==> config.mk <==
export PLATFORM = sky130hd
export DESIGN_NAME = game_ctrl
export DESIGN_NICKNAME = d
export VERILOG_FILES = /design/src/rtl/pong_pkg.sv /design/src/rtl/frame_tick_gen.sv /design/src/rtl/game_ctrl.sv
export SDC_FILE = /design/constraint.sdc
export NUM_CORES = 1
export LEC_CHECK = 0
export CAP_MARGIN = 20
export CORE_ASPECT_RATIO = 0.7
export CORE_MARGIN = 2
export CORE_UTILIZATION = 30
export CTS_CLUSTER_DIAMETER = 120
export CTS_CLUSTER_SIZE = 12
export DETAILED_ROUTE_END_ITERATION = 10
export GPL_ROUTABILITY_DRIVEN = 0
export SLEW_MARGIN = 20
export SYNTH_ARGS = -nofsm -noshare
export SYNTH_HDL_FRONTEND = slang
export SYNTH_SLANG_ARGS = --single-unit
==> constraint.sdc <==
create_clock -name clk -period 2.4 [get_ports clk]
set_input_delay 0.36 -clock clk [delete_from_list [all_inputs] [get_ports clk]]
set_output_delay 0.36 -clock clk [all_outputs]
set_load 0.02 [all_outputs]
**Run 1: gate-type map**

Drawn at 6 px/um.
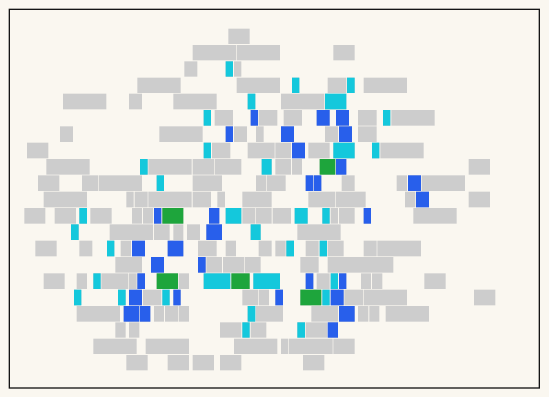
AND-OR and OR-AND gates: drawn in green, cells 5, most used a221o_1. NOR gates: drawn in cyan, cells 33, most used nor2_1. NAND gates: drawn in blue, cells 31, most used nand2_1.
most common cell after layout, fill and taps aside: sky130_fd_sc_hd__dfxtp_1
fraction of standard cell area in multi-input logic: 0.470

**Run 1: congestion heat map**

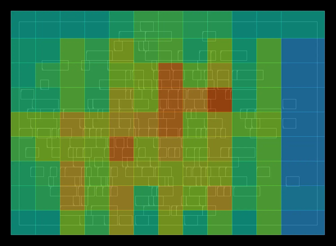
final cell utilization of the core: 0.387
total track usage: 0.123
most used routing layer: met1

**Run 1: layout detail**

Window x 29 to 59, y 4 to 34 um. Cells in gray, sequential cells in the stronger gray; small squares are vias.
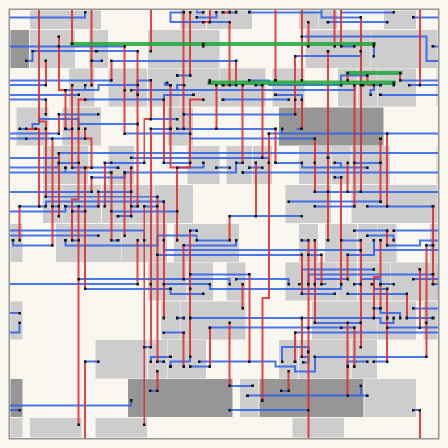
met1: drawn in blue. met3: drawn in green. met2: drawn in red.
64 logic cells have their middle in the window. Most frequent: nor2_1 (8), clkdlybuf4s50_1 (5). Sequential cells in the window: 3.

**Run 1: clock wires, drivers and flops**

Drawn at 4 px/um.
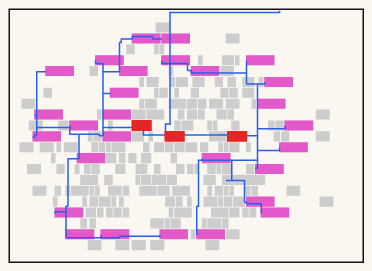
clock wires: drawn in blue, length 372 um. cells driving clock nets: drawn in red, count 3. flip-flops: drawn in magenta, count 28.
There are 4 routed clock nets.
portion of total power attributed to the clock network: 0.348
skew final: 3.94 ps
Late-Pin Clk Latency: 270 ps
Clock Power: 0.374 mW

==> run summary, run 1 <==
The implementation run finished. Overall power consumption after layout is estimated at 1.07 mW. Maximum clock frequency landed at 471 MHz. Sum of negative setup slack landed at 0 ps.

Internal power landed at 0.789 mW. The cell-mix breakdown from Yosys lists the adder-cell area share as 0.0505. By instance count after routing, the leading logic cell types are sky130_fd_sc_hd__dfxtp_1, sky130_fd_sc_hd__nor2_1, sky130_fd_sc_hd__clkdlybuf4s50_1. The run finished with clean final reports.

Final wirelength landed at 3.21 mm. Subtracting the final worst setup slack from the clock period gives 2120 ps. The first global-routing pass estimated 5.55 mm of wire.

Ratio of total power to cell area landed at 580 nW/um^2. First-iteration detailed-routing DRC count landed at 84. The synthesis report lists the Yosys warning total as 0. The root buffer cell chosen for the clock tree is sky130_fd_sc_hd__clkbuf_8. The share of total power dissipated in sequential elements is 0.468. Total placed cells including tap cells landed at 265. Number of cells on the worst hold path landed at 2. The register with the most flip-flops in the layout has 8 of them.

Count of hold-fix buffers inserted at cts landed at 0. Number of sinks driven by the clock tree landed at 28. The worst setup path is launched from a flop.
run 1: area by class of cell:
type	count	area share
multi-input combinational	136	0.470
sequential	28	0.303
timing repair buffer	25	0.127
tap	69	0.0467
clock buffer	3	0.0223
clock inverter	1	0.0162
inverter	7	0.0142
run 1: critical path, stage by stage, from the launching register on:
cell	delay, ps
sky130_fd_sc_hd__dfxtp_1	440
sky130_fd_sc_hd__ha_1	230
sky130_fd_sc_hd__or3b_1	360
sky130_fd_sc_hd__a221o_1	320
sky130_fd_sc_hd__o22a_1	280
sky130_fd_sc_hd__a221oi_1	280
sky130_fd_sc_hd__nor4_1	80
run 1: routing by layer:
layer,global-route usage,vias up,share of wire
met4,0.0227,0,0.0084
met5,0,-,0
met2,0.156,23,0.38
met1,0.205,596,0.58
met3,0.0291,2,0.039
li1,-,675,-
**Run 1: wire density map**

Drawn at 4 px/um. The die is cut into 18 by 13 equal tiles; white is low, dark blue is high, scaled to the fullest tile. Values are wire area over tile area, all layers added.
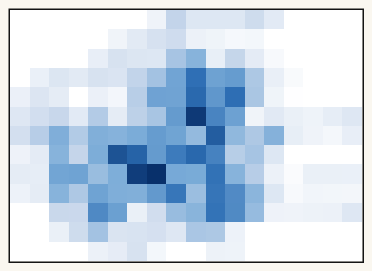

--- run 2 (diff from run 1) ---
Settings changed: CORE_MARGIN 2 to default, CTS_BUF_LIST from default to sky130_fd_sc_hd__clkbuf_4, GPL_ROUTABILITY_DRIVEN 0 to default.
**Run 2: wire density map**

Drawn at 4 px/um. The die is cut into 17 by 12 equal tiles; white is low, dark blue is high, scaled to the fullest tile. Values are wire area over tile area, all layers added.
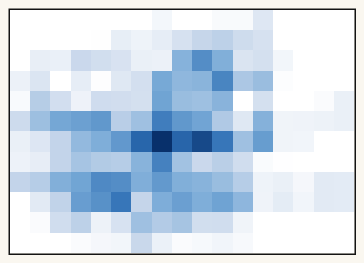
13% of the tiles are over half the peak. The emptiest ninth of the die: north-west. The mean over all tiles is 0.094.
routed length per instance: 11.9 um
Final Routed Wirelength: 3.18 mm
total track usage: 0.130

==> run summary, run 2 <==
The implementation run finished. The flow ran to the end, but the final reports show violations. The final reports fail on design-rule violations. Per the OpenROAD floorplan log, the area of the die is 5240 sq um.

The most common logic cell in the final layout is sky130_fd_sc_hd__dfxtp_1. First-iteration detailed-routing DRC count landed at 114. Number of cells on the worst hold path landed at 2. The first global-routing pass estimated 5.20 mm of wire. Maximum clock frequency landed at 478 MHz. Overall power consumption after layout is estimated at 0.902 mW.

Worst-margin pin slew landed at 465 ps. Global route summary, busiest routing layer listed as met1. Sequential power landed at 0.496 mW. Entering global routing, the biggest net connects 22 pins. Per the detail_route report, DRC violations left total 2. The register with the most flip-flops in the layout has 8 of them. Count of hold-fix buffers inserted at cts landed at 0. Clock latency at the later pin of the worst-skew pair landed at 330 ps. Via count of the first global-routing pass landed at 1020.

After detailed routing, the wire length on met1 is 1.89 mm. Once layout is complete, the utilization of the core stands at 0.378. STA classifies the critical path startpoint as a flop.

Worst ir drop on vdd landed at 209 uV. Per report_power, the Clock row totals 0.203 mW. The most common logic cells in the final layout are sky130_fd_sc_hd__dfxtp_1, sky130_fd_sc_hd__nor2_1, sky130_fd_sc_hd__clkdlybuf4s50_1. The share of total power dissipated in sequential elements is 0.549. Routed length on met2 landed at 1.16 mm.

In this run, placement finished with an instance count of 264. Yosys synthesis warning count landed at 0. Sum of negative setup slack landed at 0 ps. Number of sinks driven by the clock tree landed at 28. Share of power burned in the clock network landed at 0.225. Worst clock skew landed at 1.89 ps.

CTS placed an instance of sky130_fd_sc_hd__clkbuf_4 at the clock tree root. Met2 routing resource usage after global routing landed at 0.173. Total power normalized to cell area comes to 502 nW/um^2. Setup repair after global routing left no endpoint under its margin. met3 track demand over resource after global routing is 0.0354. Area fraction in full adders, half adders and majority gates landed at 0.0505. After detailed routing, the met3 layer carries 95 um of wire.
==> run 2: cell counts after synthesis <==
No cell type changed its count.
==> run 2: layout make-up <==
cell class                 instances  area (sq um)
clock buffer                       3          22.5
sequential                        28           561
multi-input combinational        136           870
fill                             502          2960
inverter                           7          26.3
tap                               69          86.3
timing repair buffer              24           228
clock inverter                     1          3.75
==> run 2: worst max-delay path: stages, from the launching register on <==
cell and delay (ps):
sky130_fd_sc_hd__dfxtp_1 450, sky130_fd_sc_hd__ha_1 230, sky130_fd_sc_hd__or3b_1 360, sky130_fd_sc_hd__a221o_1 300
sky130_fd_sc_hd__o22a_1 270, sky130_fd_sc_hd__o32a_1 350, sky130_fd_sc_hd__nor2_1 80
No activity file was given, so power comes from the tool's default toggle rates.
